==> src/rtl/muldiv_issue_stage_if.sv <==
// Handshake bundle between the muldiv issue stage and its producer/consumer.
// Carries the operand request channel and the result channel.
// master = producer/consumer side, slave = the issue stage.
interface muldiv_issue_stage_if;
    logic        in_valid;
    logic        in_ready;
    logic [15:0] in_a;
    logic [15:0] in_b;
    logic        in_op;
    logic        out_valid;
    logic        out_ready;
    logic [31:0] out_result;
    logic        out_op;
    logic        out_dz;

    modport master (
        output in_valid, in_a, in_b, in_op, out_ready,
        input  in_ready, out_valid, out_result, out_op, out_dz
    );

    modport slave (
        input  in_valid, in_a, in_b, in_op, out_ready,
        output in_ready, out_valid, out_result, out_op, out_dz
    );
endinterface

==> src/rtl/muldiv_issue_stage.sv <==
// Purpose: operand/result stage around a 16x16 unsigned multiplier and divider (div-by-zero caught here).
// Latency: LATENCY cycles from operand accept to out_valid; peak one op per LATENCY+1 cycles.
// Backpressure: result held in DONE until out_ready; in_ready only in IDLE or when DONE drains this cycle.
// Optional MULDIV_STATS_EN adds stat_ops / stat_dz transfer counters.
module muldiv_issue_stage #(
    parameter int LATENCY = 2,
    parameter int CNT_W   = 4
) (
    input  logic                clk,
    input  logic                rst,
    muldiv_issue_stage_if.slave io
`ifdef MULDIV_STATS_EN
    ,
    output logic [15:0]         stat_ops,
    output logic [7:0]          stat_dz
`endif
);

    typedef enum logic [1:0] {
        IDLE = 2'd0,
        BUSY = 2'd1,
        DONE = 2'd2
    } state_t;

    state_t           state_q, state_d;
    logic [CNT_W-1:0] cnt_q, cnt_d;
    logic [15:0]      a_q, a_d;
    logic [15:0]      b_q, b_d;
    logic             op_q, op_d;
    logic             out_valid_q, out_valid_d;
    logic [31:0]      out_result_q, out_result_d;
    logic             out_op_q, out_op_d;
    logic             out_dz_q, out_dz_d;

    // Arithmetic units see only the operand registers, so their long ripple
    // paths settle across the whole multicycle window.
    logic [31:0] prod;
    logic [15:0] div_safe;
    logic [15:0] quot;
    assign prod     = {16'h0000, a_q} * {16'h0000, b_q};
    // B=0 is replaced by 1 so the divider never sees a zero divisor; its
    // output is discarded in that case anyway.
    assign div_safe = (b_q == 16'h0000) ? 16'h0001 : b_q;
    assign quot     = a_q / div_safe;

    logic accept;
    assign io.in_ready = (state_q == IDLE) | ((state_q == DONE) & io.out_ready);
    assign accept      = io.in_valid & io.in_ready;

    // Next-state: settle countdown, result capture, drain, and operand load.
    always_comb begin
        state_d      = state_q;
        cnt_d        = cnt_q;
        a_d          = a_q;
        b_d          = b_q;
        op_d         = op_q;
        out_valid_d  = out_valid_q;
        out_result_d = out_result_q;
        out_op_d     = out_op_q;
        out_dz_d     = out_dz_q;

        case (state_q)
            IDLE: ;
            BUSY: begin
                if (cnt_q == '0) begin
                    out_valid_d = 1'b1;
                    out_op_d    = op_q;
                    if (!op_q) begin
                        out_result_d = prod;
                        out_dz_d     = 1'b0;
                    end else if (b_q == 16'h0000) begin
                        out_result_d = 32'h0000_FFFF;
                        out_dz_d     = 1'b1;
                    end else begin
                        out_result_d = {16'h0000, quot};
                        out_dz_d     = 1'b0;
                    end
                    state_d = DONE;
                end else begin
                    cnt_d = cnt_q - 1'b1;
                end
            end
            DONE: begin
                if (io.out_ready) begin
                    out_valid_d = 1'b0;
                    state_d     = IDLE;
                end
            end
            default: state_d = IDLE;
        endcase

        // Accept only happens in IDLE or a draining DONE; it overrides the
        // return to IDLE so back-to-back ops complete both transfers at once.
        if (accept) begin
            a_d     = io.in_a;
            b_d     = io.in_b;
            op_d    = io.in_op;
            cnt_d   = CNT_W'(LATENCY - 1);
            state_d = BUSY;
        end
    end

    // State and datapath registers with synchronous reset.
    always_ff @(posedge clk) begin
        if (rst) begin
            state_q      <= IDLE;
            cnt_q        <= '0;
            a_q          <= '0;
            b_q          <= '0;
            op_q         <= 1'b0;
            out_valid_q  <= 1'b0;
            out_result_q <= '0;
            out_op_q     <= 1'b0;
            out_dz_q     <= 1'b0;
        end else begin
            state_q      <= state_d;
            cnt_q        <= cnt_d;
            a_q          <= a_d;
            b_q          <= b_d;
            op_q         <= op_d;
            out_valid_q  <= out_valid_d;
            out_result_q <= out_result_d;
            out_op_q     <= out_op_d;
            out_dz_q     <= out_dz_d;
        end
    end

    assign io.out_valid  = out_valid_q;
    assign io.out_result = out_result_q;
    assign io.out_op     = out_op_q;
    assign io.out_dz     = out_dz_q;

`ifdef MULDIV_STATS_EN
    logic [15:0] stat_ops_q, stat_ops_d;
    logic [7:0]  stat_dz_q, stat_dz_d;

    // Count downstream transfers; counters wrap freely.
    always_comb begin
        stat_ops_d = stat_ops_q;
        stat_dz_d  = stat_dz_q;
        if (out_valid_q & io.out_ready) begin
            stat_ops_d = stat_ops_q + 16'd1;
            if (out_dz_q) begin
                stat_dz_d = stat_dz_q + 8'd1;
            end
        end
    end

    // Statistics registers.
    always_ff @(posedge clk) begin
        if (rst) begin
            stat_ops_q <= '0;
            stat_dz_q  <= '0;
        end else begin
            stat_ops_q <= stat_ops_d;
            stat_dz_q  <= stat_dz_d;
        end
    end

    assign stat_ops = stat_ops_q;
    assign stat_dz  = stat_dz_q;
`endif

endmodule

==> src/flat_wrapper.sv <==
// flat-port wrapper written by rule: the top's interface ports become plain ports
module muldiv_issue_stage_flat 
#(
    parameter int LATENCY = 2,
    parameter int CNT_W   = 4
)
  (clk, rst, io_in_valid, io_in_a, io_in_b, io_in_op, io_out_ready, io_in_ready, io_out_valid, io_out_result, io_out_op, io_out_dz);
  muldiv_issue_stage_if io_i ();
  input  logic clk;
  input  logic rst;
  input wire logic [$bits(io_i.in_valid)-1:0] io_in_valid;
  input wire logic [$bits(io_i.in_a)-1:0] io_in_a;
  input wire logic [$bits(io_i.in_b)-1:0] io_in_b;
  input wire logic [$bits(io_i.in_op)-1:0] io_in_op;
  input wire logic [$bits(io_i.out_ready)-1:0] io_out_ready;
  output wire logic [$bits(io_i.in_ready)-1:0] io_in_ready;
  output wire logic [$bits(io_i.out_valid)-1:0] io_out_valid;
  output wire logic [$bits(io_i.out_result)-1:0] io_out_result;
  output wire logic [$bits(io_i.out_op)-1:0] io_out_op;
  output wire logic [$bits(io_i.out_dz)-1:0] io_out_dz;
  assign io_i.in_valid = io_in_valid;
  assign io_i.in_a = io_in_a;
  assign io_i.in_b = io_in_b;
  assign io_i.in_op = io_in_op;
  assign io_i.out_ready = io_out_ready;
  assign io_in_ready = io_i.in_ready;
  assign io_out_valid = io_i.out_valid;
  assign io_out_result = io_i.out_result;
  assign io_out_op = io_i.out_op;
  assign io_out_dz = io_i.out_dz;
  muldiv_issue_stage #(.LATENCY(LATENCY), .CNT_W(CNT_W)) u_core (.clk(clk), .rst(rst), .io(io_i));
endmodule
==> config.mk <==
export PLATFORM = sky130hd
export DESIGN_NAME = muldiv_issue_stage_flat
export DESIGN_NICKNAME = d
export VERILOG_FILES = /design/src/rtl/muldiv_issue_stage_if.sv /design/src/rtl/muldiv_issue_stage.sv /design/src/flat_wrapper.sv
export SDC_FILE = /design/constraint.sdc
export NUM_CORES = 1
export LEC_CHECK = 0
export ABC_AREA = 1
export CORE_AREA = 2 2 136 237
export CTS_BUF_LIST = sky130_fd_sc_hd__clkbuf_8
export DETAILED_ROUTE_END_ITERATION = 6
export DIE_AREA = 0 0 138 239
export PLACE_DENSITY = 0.78
export REMOVE_ABC_BUFFERS = 1
export SETUP_SLACK_MARGIN = 0.15
export SYNTH_ARGS = -nofsm -noshare
export SYNTH_HDL_FRONTEND = slang
export SYNTH_SLANG_ARGS = --single-unit
==> constraint.sdc <==
create_clock -name clk -period 19.2 [get_ports clk]
set_input_delay 3.84 -clock clk [delete_from_list [all_inputs] [get_ports clk]]
set_output_delay 3.84 -clock clk [all_outputs]
set_load 0.02 [all_outputs]
Figure 1. Metal 1 (run 1).
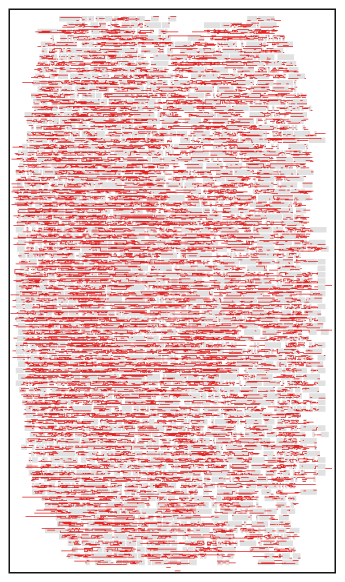
longest straight run	38.6 um
main direction	horizontal
wire length on this layer	21.9 mm
nets with wire on the layer	3308
share of all routed wire	30%
DRT Wirelength: 72900 um
vias: 20900
met1 Usage GRT: 0.345

Figure 2. Met2 routing (run 1).
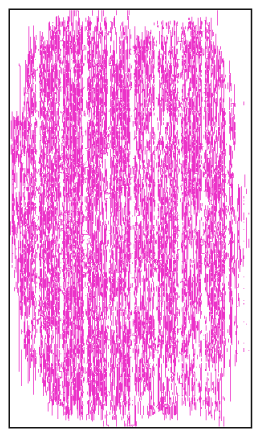
longest straight run	60.5 um
nets with wire on the layer	3183
met2 GRT Util: 0.698

Figure 3. The metal 3 layer (run 1).
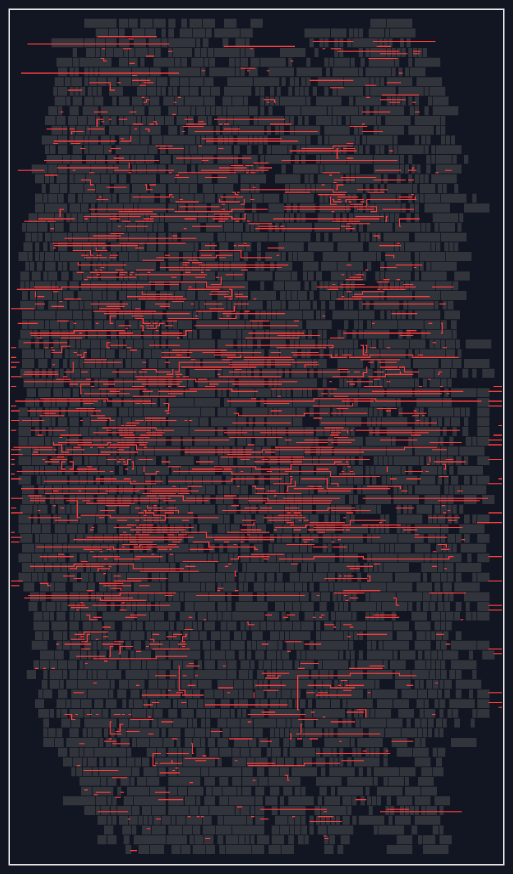
main direction	horizontal
wire length on this layer	6980 um
nets with wire on the layer	521
share of all routed wire	9.6%
longest straight run	48.5 um
M3 GR Usage: 0.0677

-- run 1: cell families after synthesis --
family | Yosys count
buffers and inverters | 604
adder cells (fa/ha/maj) | 421
multiplexers | 7
flip-flops | 74
AND-OR/OR-AND | 325
XOR/XNOR | 84
AND/OR/NAND/NOR | 1004
-- run 1: sequential cells by signal, indices dropped and copies added (netlist names) --
signal and flops:
u_core.a_q 16, u_core.b_q 16, u_core.cnt_q 4, u_core.io.out_dz 1, u_core.io.out_op 1, u_core.io.out_result 32, u_core.io.out_valid 1, u_core.op_q 1
u_core.state_q 2
==> impl_metrics.csv, run 1 <==
group,metric,value,unit
outcome,status,"finished, violations left",
outcome,failed_checks,"negative setup slack",
global_routing,antenna_found_initial,1,
detailed_routing,m1WireLength,21900,um
detailed_routing,wire_per_inst,21.2,um
detailed_routing,drc_errors,0,
cts,post_cts_resized,109,
die,die_h,239,um
worst_hold_path,min_path_cells,2,
finish,logic_area,15700,um^2
timing,timing.fmax,42.9,MHz
timing,finalSetupViolations,3,
global_routing,grt_max_degree,69,
die,num_rows,86,
finish,logic_gates,1842,
logic_synthesis,synth.most_common_cell,"nand2_1",
timing,setup_ws,-4.08,ns
global_routing,grt_pass1_vias,20800,
global_routing,overflow,0,
critical_path,rrSetupSlack,-4.08,ns
critical_path,crit_top_cell,"nand2_2",
==> run 1 -> run 2 <==
--- a/config.mk
+++ b/config.mk
@@ -6,6 +6,7 @@
 export NUM_CORES = 1
 export LEC_CHECK = 0
 export ABC_AREA = 1
+export CAP_MARGIN = 30
 export CORE_AREA = 2 2 136 237
 export CTS_BUF_LIST = sky130_fd_sc_hd__clkbuf_8
 export DETAILED_ROUTE_END_ITERATION = 6
==> run 2 against run 1 <==
Net effect:
- global-route usage is the same
- critical path depth shrank 1
- largest cell class unchanged
- worst hold slack lost 0.00073 ns
- the run ends with design-rule violations, negative setup slack left
- worst setup slack gained 0.071 ns
- cell area grew 0.26%
- synthesized area is the same
==> impl_metrics.csv, run 2 <==
group,metric,value,unit
critical_path,rrSetupSlack,-4.01,ns
logic_synthesis,synth.most_common_cell,"nand2_1",
cts,worstSkewPairLatency,0.42,ns
worst_hold_path,hold_start,"u_core.io.out_result[20]$_SDFFE_PP0P_",
detailed_routing,m1WireLength,22100,um
outcome,status,"finished, violations left",
finish,non_clock_inverter_count,503,
timing,timing.fmax,43.1,MHz
finish,logic_gates,1842,
die,tap_cells,396,
global_routing,antenna_found_initial,2,
timing,maxSlewViolCount,0,
logic_synthesis,ys_ff,74,
timing,period_used_share,1.21,
finish,seq_area,1490,um^2
timing,slew_headroom,0.401,
timing,finalSetupViolations,3,
finish,area_growth,40.1,%
critical_path,crit_top_cell,"nand2_2",
die,die_h,239,um
global_routing,grtUsageMet2,0.698,
worst_hold_path,min_to,"u_core.io.out_result[20]$_SDFFE_PP0P_",
cts,cts_buffers,9,
global_routing,met3_usage,0.0677,
detailed_routing,drc_errors,2,
global_routing,overflow,0,
die,num_rows,86,
global_routing,grt_pass1_vias,20800,
finish,largest_reg_flops,32,
outcome,failed_checks,"design-rule violations, negative setup slack",
logic_synthesis,ys_sh_simple,0.249,
timing,setup_ws,-4.01,ns
logic_synthesis,syn_area_per_cell,7.02,um^2
global_routing,grt_max_degree,69,
logic_synthesis,async_reset_ff_frac,0,
cts,htree_num_levels,3,
global_routing,use_met1,0.345,
finish,logic_area,15700,um^2
logic_synthesis,topCellsByArea,"fa_1 (22%), ha_1 (16%), nand2_1 (14%)",
worst_hold_path,min_path_cells,2,
finish,clock_area_frac,0.00813,
-- run 2: critical path, delay by kind of cell (launching register included) --
family,cells,cell delay (ns)
AOI/OAI and AO/OA,38,6.15
xor gates and xnor gates,2,0.38
adders and majority gates,15,4.03
buffers and inverters,20,1.88
DFF,1,0.38
muxes,1,0.20
and+or+nand+nor,110,9.94
-- run 2: timing repair --
action,4_1_cts,5_1_grt
resized,109,325
setup endpoints to repair,3,4
gates cloned,1,0
pin swaps,61,172
buffers inserted,60,56
endpoints found under the hold margin,0,0
-- run 2: metrics by stage --
step                      TNS (ns)  std cells  cell area, um^2
after detailed placement     -6.05       3311            21600
after floorplan              -4.55       2418            17200
after global placement       -3.65       3311            21600
final                        -7.92       3446            24800
after global routing        -10.98       3445            24800
after CTS                    -3.56       3388            22800
Figure 4. The metal 4 layer (run 2).
The bar under the picture is 50 um long.
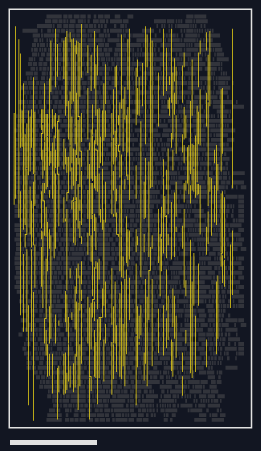
wire length on this layer	9410 um
nets with wire on the layer	263
vias: 21000
DRT Wirelength: 74000 um

Figure 5. Track usage over the die (run 2).
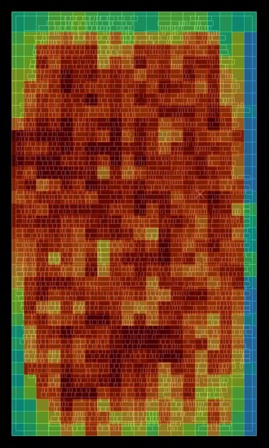
Top Usage Layer GRT: met2
wire per inst: 21.5 um
fin util: 0.794
Tot GR Track Use: 0.377

